**config.mk**
```make
export PLATFORM = sky130hd
export DESIGN_NAME = kyber_encrypt_seq
export DESIGN_NICKNAME = d
export VERILOG_FILES = /design/src/rtl/kyber_pkg.sv /design/src/rtl/poly_mac_unit.sv /design/src/rtl/kyber_encrypt_seq.sv
export SDC_FILE = /design/constraint.sdc
export NUM_CORES = 1
export LEC_CHECK = 0
export ABC_CLOCK_PERIOD_IN_PS = 27800
export CORE_ASPECT_RATIO = 0.5
export CORE_MARGIN = 5
export CORE_UTILIZATION = 35
export CTS_CLUSTER_SIZE = 20
export DETAILED_ROUTE_END_ITERATION = 8
export GPL_ROUTABILITY_DRIVEN = 0
export PLACE_DENSITY = 0.59
export SYNTH_ARGS = -nofsm -noshare
export SYNTH_HDL_FRONTEND = slang
export SYNTH_HIERARCHICAL = 1
export SYNTH_SLANG_ARGS = --single-unit
```
**constraint.sdc**
```tcl
create_clock -name clk -period 27.8 [get_ports clk]
set_input_delay 5.56 -clock clk [delete_from_list [all_inputs] [get_ports clk]]
set_output_delay 5.56 -clock clk [all_outputs]
set_load 0.005 [all_outputs]
```
**src/rtl/kyber_pkg.sv**
```systemverilog
// Shared types and modular helpers for the Baby-Kyber encryption core.
// Helpers take the modulus as an argument so parametrised instances can reuse them.
package kyber_pkg;

    localparam int KYBER_Q     = 17;
    localparam int KYBER_QHALF = (KYBER_Q + 1) / 2;

    typedef enum logic [1:0] {
        IDLE,
        MAC,
        DONE
    } state_t;

    function automatic int mod_add(input int a, input int b, input int q);
        return (a + b) % q;
    endfunction

    // Subtraction is folded into an addition of the complement so it never goes negative.
    function automatic int mod_sub(input int a, input int b, input int q);
        return (a + (q - b)) % q;
    endfunction

    function automatic int mod_mul(input int a, input int b, input int q);
        return (a * b) % q;
    endfunction

endpackage

```
**src/rtl/poly_mac_unit.sv**
```systemverilog
// Single modular multiply-accumulate step: res = (acc +/- a*b) mod Q.
// Purely combinational; the caller owns the accumulator register.
module poly_mac_unit
    import kyber_pkg::*;
#(
    parameter int Q      = KYBER_Q,
    parameter int COEF_W = 5
) (
    input  logic [COEF_W-1:0] acc,
    input  logic [COEF_W-1:0] a,
    input  logic [COEF_W-1:0] b,
    input  logic              neg,
    output logic [COEF_W-1:0] res
);

    int prod_red;

    always_comb begin
        prod_red = mod_mul(int'(a), int'(b), Q);
        if (neg) begin
            res = COEF_W'(mod_sub(int'(acc), prod_red, Q));
        end else begin
            res = COEF_W'(mod_add(int'(acc), prod_red, Q));
        end
    end

endmodule

```
**src/rtl/kyber_encrypt_seq.sv**
```systemverilog
// Sequential Baby-Kyber encryption: u = A^T*r + e1, v = t^T*r + e2 + Decompress(m).
// One negacyclic modular MAC per cycle through a single shared poly_mac_unit.
module kyber_encrypt_seq
    import kyber_pkg::*;
#(
    parameter int K      = 2,
    parameter int N      = 4,
    parameter int Q      = KYBER_Q,
    parameter int COEF_W = 5
) (
    input  logic                       clk,
    input  logic                       rst_n,
    input  logic                       in_valid,
    output logic                       in_ready,
    input  logic [K*K*N*COEF_W-1:0]    a_mat,
    input  logic [K*N*COEF_W-1:0]      t_vec,
    input  logic [K*N*COEF_W-1:0]      r_vec,
    input  logic [K*N*COEF_W-1:0]      e1_vec,
    input  logic [N*COEF_W-1:0]        e2_poly,
    input  logic [N-1:0]               message,
    output logic                       out_valid,
    input  logic                       out_ready,
    output logic [K*N*COEF_W-1:0]      u_vec,
    output logic [N*COEF_W-1:0]        v_poly
);

    localparam int QHALF = (Q == KYBER_Q) ? KYBER_QHALF : (Q + 1) / 2;
    localparam int RW    = $clog2(K + 1);
    localparam int KW    = (K > 1) ? $clog2(K) : 1;
    localparam int NW    = (N > 1) ? $clog2(N) : 1;

    state_t state, state_nxt;

    logic [RW-1:0] ro;
    logic [NW-1:0] ci;
    logic [KW-1:0] ck;
    logic [NW-1:0] cj;

    logic [K*K*N*COEF_W-1:0] a_r;
    logic [K*N*COEF_W-1:0]   t_r;
    logic [K*N*COEF_W-1:0]   r_r;
    logic [K*N*COEF_W-1:0]   u_r;
    logic [N*COEF_W-1:0]     v_r;
    logic [N*COEF_W-1:0]     v_init;
    logic                    out_valid_r;

    logic accept, mac_en, last_term, dest_is_u;
    logic [COEF_W-1:0] mac_acc, mac_a, mac_b, mac_res;
    logic              mac_neg;
    int                idx;

    assign accept    = in_valid && in_ready;
    assign dest_is_u = (int'(ro) < K);
    assign last_term = mac_en && (ro == RW'(K)) && (ci == NW'(N - 1))
                       && (ck == KW'(K - 1)) && (cj == NW'(N - 1));

    always_ff @(posedge clk or negedge rst_n) begin
        if (!rst_n) begin
            state <= IDLE;
        end else begin
            state <= state_nxt;
        end
    end

    always_comb begin
        state_nxt = state;
        case (state)
            IDLE:    if (in_valid) state_nxt = MAC;
            MAC:     if (last_term) state_nxt = DONE;
            DONE:    if (out_valid_r && out_ready) state_nxt = IDLE;
            default: state_nxt = IDLE;
        endcase
    end

    always_comb begin
        in_ready = (state == IDLE);
        mac_en   = (state == MAC);
    end

    // out_valid is registered, so it rises one cycle after DONE is entered
    always_ff @(posedge clk or negedge rst_n) begin
        if (!rst_n) begin
            out_valid_r <= 1'b0;
        end else if (state == DONE && !out_valid_r) begin
            out_valid_r <= 1'b1;
        end else if (out_valid_r && out_ready) begin
            out_valid_r <= 1'b0;
        end
    end

    // Loop nest, outer to inner: ro, ci, ck, cj
    always_ff @(posedge clk or negedge rst_n) begin
        if (!rst_n) begin
            ro <= '0;
            ci <= '0;
            ck <= '0;
            cj <= '0;
        end else if (accept) begin
            ro <= '0;
            ci <= '0;
            ck <= '0;
            cj <= '0;
        end else if (mac_en) begin
            if (cj == NW'(N - 1)) begin
                cj <= '0;
                if (ck == KW'(K - 1)) begin
                    ck <= '0;
                    if (ci == NW'(N - 1)) begin
                        ci <= '0;
                        ro <= (ro == RW'(K)) ? '0 : ro + 1'b1;
                    end else begin
                        ci <= ci + 1'b1;
                    end
                end else begin
                    ck <= ck + 1'b1;
                end
            end else begin
                cj <= cj + 1'b1;
            end
        end
    end

    always_comb begin
        v_init = '0;
        for (int i = 0; i < N; i++) begin
            v_init[i*COEF_W +: COEF_W] = COEF_W'(mod_add(int'(e2_poly[i*COEF_W +: COEF_W]),
                                                         message[i] ? QHALF : 0, Q));
        end
    end

    // Operand fetch: A is read transposed for u rows, t for the v row
    always_comb begin
        idx = (int'(ci) >= int'(cj)) ? int'(ci) - int'(cj) : int'(ci) + N - int'(cj);
        mac_neg = (cj > ci);
        mac_b   = r_r[(int'(ck) * N + idx) * COEF_W +: COEF_W];
        if (dest_is_u) begin
            mac_a   = a_r[((int'(ck) * K + int'(ro)) * N + int'(cj)) * COEF_W +: COEF_W];
            mac_acc = u_r[(int'(ro) * N + int'(ci)) * COEF_W +: COEF_W];
        end else begin
            mac_a   = t_r[(int'(ck) * N + int'(cj)) * COEF_W +: COEF_W];
            mac_acc = v_r[int'(ci) * COEF_W +: COEF_W];
        end
    end

    poly_mac_unit #(
        .Q      (Q),
        .COEF_W (COEF_W)
    ) u_mac (
        .acc (mac_acc),
        .a   (mac_a),
        .b   (mac_b),
        .neg (mac_neg),
        .res (mac_res)
    );

    always_ff @(posedge clk or negedge rst_n) begin
        if (!rst_n) begin
            a_r <= '0;
            t_r <= '0;
            r_r <= '0;
            u_r <= '0;
            v_r <= '0;
        end else if (accept) begin
            a_r <= a_mat;
            t_r <= t_vec;
            r_r <= r_vec;
            u_r <= e1_vec;
            v_r <= v_init;
        end else if (mac_en) begin
            if (dest_is_u) begin
                u_r[(int'(ro) * N + int'(ci)) * COEF_W +: COEF_W] <= mac_res;
            end else begin
                v_r[int'(ci) * COEF_W +: COEF_W] <= mac_res;
            end
        end
    end

    assign out_valid = out_valid_r;
    assign u_vec     = u_r;
    assign v_poly    = v_r;

endmodule

```
==> impl_metrics.toml <==
# implementation run metrics
[yosys]
synth-seq-area-share_pct = 27.4
synth_top_area_share_pct = 27.4
ys_warn_count = 6
ys_top_cells_by_area = "dfrtp_1 (27%), nand2_1 (12%), mux4_2 (7.4%)"
ys_cells = 2523
mux_area_share_pct = 11.7
top_cell = "nand2_1"
synth_flops = 230
avgSynthCellArea_um2 = 8.34
topCombFamilyByArea = "simple AND/OR/NAND/NOR gates"
ys_types = 134
edf_count = 0
ys.flop_type = "dfrtp_1"
synthesis.instances = 2523
aoi_share_pct = 20.4
synthAdderAreaFrac_pct = 7.00
synth-async-reset-ratio_pct = 100
netlist_area_um2 = 21000
synthSimpleGateAreaFrac_pct = 24.3
synth.cellmix.xorXnorShare_pct = 4.91
synthesis.nets = 2861
top_cells_by_count = "nand2_1 (650), dfrtp_1 (230), nor2_1 (148), a21oi_1 (106), inv_1 (100)"
top_area_cell = "dfrtp_1"
ys_chip_area_um2 = 21000

[floorplan]
chipArea_um2 = 65400
die_y_um = 183
fp_util_pct = 35.4
coreArea_um2 = 59400
core.rowCount = 63
fp.dieW_um = 357
ioPinCount = 290

[detailed_routing]
vias_per_cell = 5.52
ant_nets = 0
drc = 0
drt_first_pass_iters = 6
drt_iter0_drc = 1715

[clocking]
cts_sinks = 230
cts_hold_buf = 0
clock-root-buffer = "clkbuf_16"
numCtsBuffers = 26
clock_path_buffers = 3
clkTransAtPathRegs_ns = 0.06
cts_tree = "built"
htree_levels = 1
worstSkewPairLatency_ns = 0.56

[critical_path]
endpoint_kind = "flop"
cp_max_fo = 34
r2r-start = "ci[0]$_DFFE_PN0P_"
startpoint = "ci[0]$_DFFE_PN0P_"
path_common_cell = "ha_1"
worstPathRequired_ns = 28.27
cpPeakStageDelay_ns = 0.62
cp.arrival_ns = 26.35
critPathBufInv = 11
critPathTopFamily = "AND-OR/OR-AND gates"
crit_slowest_cell = "or4_1"
worstSetupPathType = "reg -> reg"
start_kind = "flop"

[final_timing]
worst_slew_pin_slew_ns = 1.13
setup_viol_count_final = 0
slew_headroom_pct = 24.5
fin_crit_ns = 25.88
worst_slack_ns = 1.92
final_max_slew_viol_count = 0
max_freq_mhz = 38.6
hold_violations = 0
clock-skew-final_ns = 0.00740
fin_crit_sh_pct = 93.1

[global_route]
grt_max_degree = 106
antenna_found_initial = 1
overflow = 0
grt_pass1_vias = 19400
grt_pass1_wl_um = 106000

[cells_and_area]
area_growth_syn_to_layout_pct = 21.8
layout.nets = 3079
drive_gt1_share_pct = 10.0

[status]
status = "complete, no violations"

[place]
portBuffers = 289
dp_hpwl_um = 51700
dpl_worst_slack_ns = 0.625

[hold_path]
hold_start = "a_r[35]$_DFFE_PN0P_"
hp-class = "reg -> reg"

[job]
warnings = 55
max_cap_viol_count = 0
## through the flow
stage / setup TNS (ns) / cells / hold WS, ns / utilization (%) / instance area, µm²
2_1_floorplan: 0 / 2523 / 0.440 / - / 21000
3_3_place_gp: 0 / 3523 / 0.454 / 41.4 / 24600
3_5_place_dp: 0 / 3523 / 0.457 / 41.4 / 24600
4_1_cts: 0 / 3571 / 0.471 / 43.0 / 25500
5_1_grt: -0.0644 / 3574 / 0.486 / 43.2 / 25600
6_report: 0 / 3574 / 0.466 / 43.2 / 25600
## repair_timing
action,in CTS,in global routing
buffers inserted,0,2
endpoints found under the setup margin,0,56
resized,0,12
## layout by cell type (no fill, tap or decap), types with 18 or more instances in the layout
cell	Yosys	final
a211oi_1	27	27
a21o_1	27	27
a21oi_1	106	105
a31oi_1	34	34
and2_1	48	48
buf_4	3	20
clkbuf_16	0	26
clkdlybuf4s50_1	0	288
dfrtp_1	230	229
ha_1	97	96
inv_1	100	100
mux2i_1	65	65
mux4_2	69	69
nand2_1	650	649
nand2b_1	18	18
nand3_1	56	56
nand4_1	18	18
nor2_1	148	147
nor2b_1	20	20
nor3_1	44	44
o211ai_1	21	21
o21ai_0	75	75
o21ai_1	28	27
xnor2_1	62	59
xor2_1	35	34
## cell type report
class / count / area [µm²]
Fill cell: 5815 / 33700
Clock buffer: 30 / 686
Multi-Input combinational cell: 2070 / 14500
Tap cell: 812 / 1020
Sequential cell: 230 / 5760
Timing Repair Buffer: 309 / 3050
Inverter: 104 / 390
Antenna cell: 1 / 2.50
Clock inverter: 18 / 259
## routing by layer
| metal | global-route usage [%] | routed length, µm | share of wire [%] | vias up |
|---|---|---|---|---|
| met5 | 0 | 0 | 0 | - |
| met4 | 4.88 | 1750 | 2.6 | 0 |
| met3 | 1.85 | 3130 | 4.7 | 103 |
| met2 | 35.8 | 34100 | 51 | 591 |
| met1 | 25.4 | 28100 | 42 | 9565 |
| li1 | - | - | - | 9485 |
## state kept, by name, indices dropped and copies added, names as in the netlist
signal     flops
out_valid      1
ci             2
ro             2
a_r           80
r_r           40
ck             1
v_poly        20
t_r           40
state          2
u_vec         40
cj             2
## worst paths after layout
path                            depth (start not counted)                endpoint  slack [ns]
worst min register to register                          2     a_r[35]$_DFFE_PN0P_        0.47
max in group asynchronous                               2    u_vec[0]$_DFFE_PN0P_       21.29
min in group asynchronous                               1     a_r[14]$_DFFE_PN0P_        5.04
worst max-delay path                                  109  v_poly[19]$_DFFE_PN0P_        1.92
worst max register to register                        109  v_poly[19]$_DFFE_PN0P_        1.92
worst min-delay path                                    2     a_r[35]$_DFFE_PN0P_        0.47
## cell families after synthesis
logic type	count (synthesis)
AND-OR/OR-AND	573
buffers and inverters	223
multiplexers	155
flip-flops	230
AND/OR/NAND/NOR	1125
XOR/XNOR	107
adder cells (fa/ha/maj)	110
## worst min-delay path, cell delays in order (launching register included)
cell and delay, ns:
dfrtp_1 0.33, nand2_1 0.05, nand2_1 0.05
==> images/wires.png <==
Only two layers are drawn.
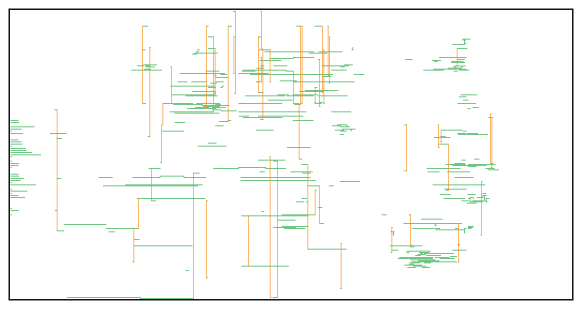
- metal 3: green (wire length 3130 µm)
- metal 4: orange (wire length 1750 µm)
total wire length: 67100 µm
via count: 19700
Tot GR Track Use: 19.7%
routed length per instance: 18.8 µm

==> images/layer_met2.png <==
The bar under the picture is 100 µm long.
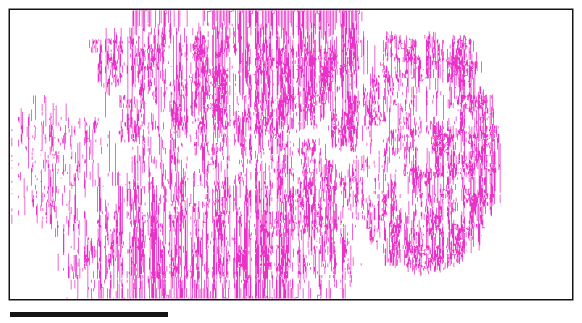
- longest straight run: 80.9 µm
- nets with wire on the layer: 2575
- wire length on this layer: 34.1 mm
- share of all routed wire: 51%
- main direction: vertical
GR Layer Usage met2: 35.8%

==> images/flops_by_reg.png <==
Other sequential cells in the stronger gray, the rest of the logic in the fainter gray.
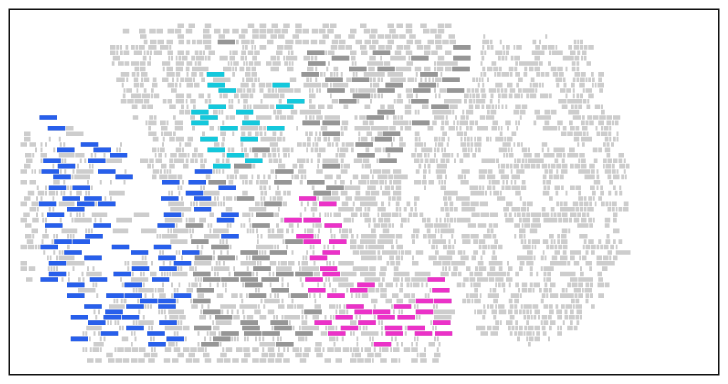
- `a_r`: blue (placed flops 80)
- `v_poly`: cyan (placed flops 20)
- `r_r`: magenta (placed flops 40; where bottom middle)
Register Area: 5760 µm²
flop share of the area: 22.5%
final core utilization: 43.2%

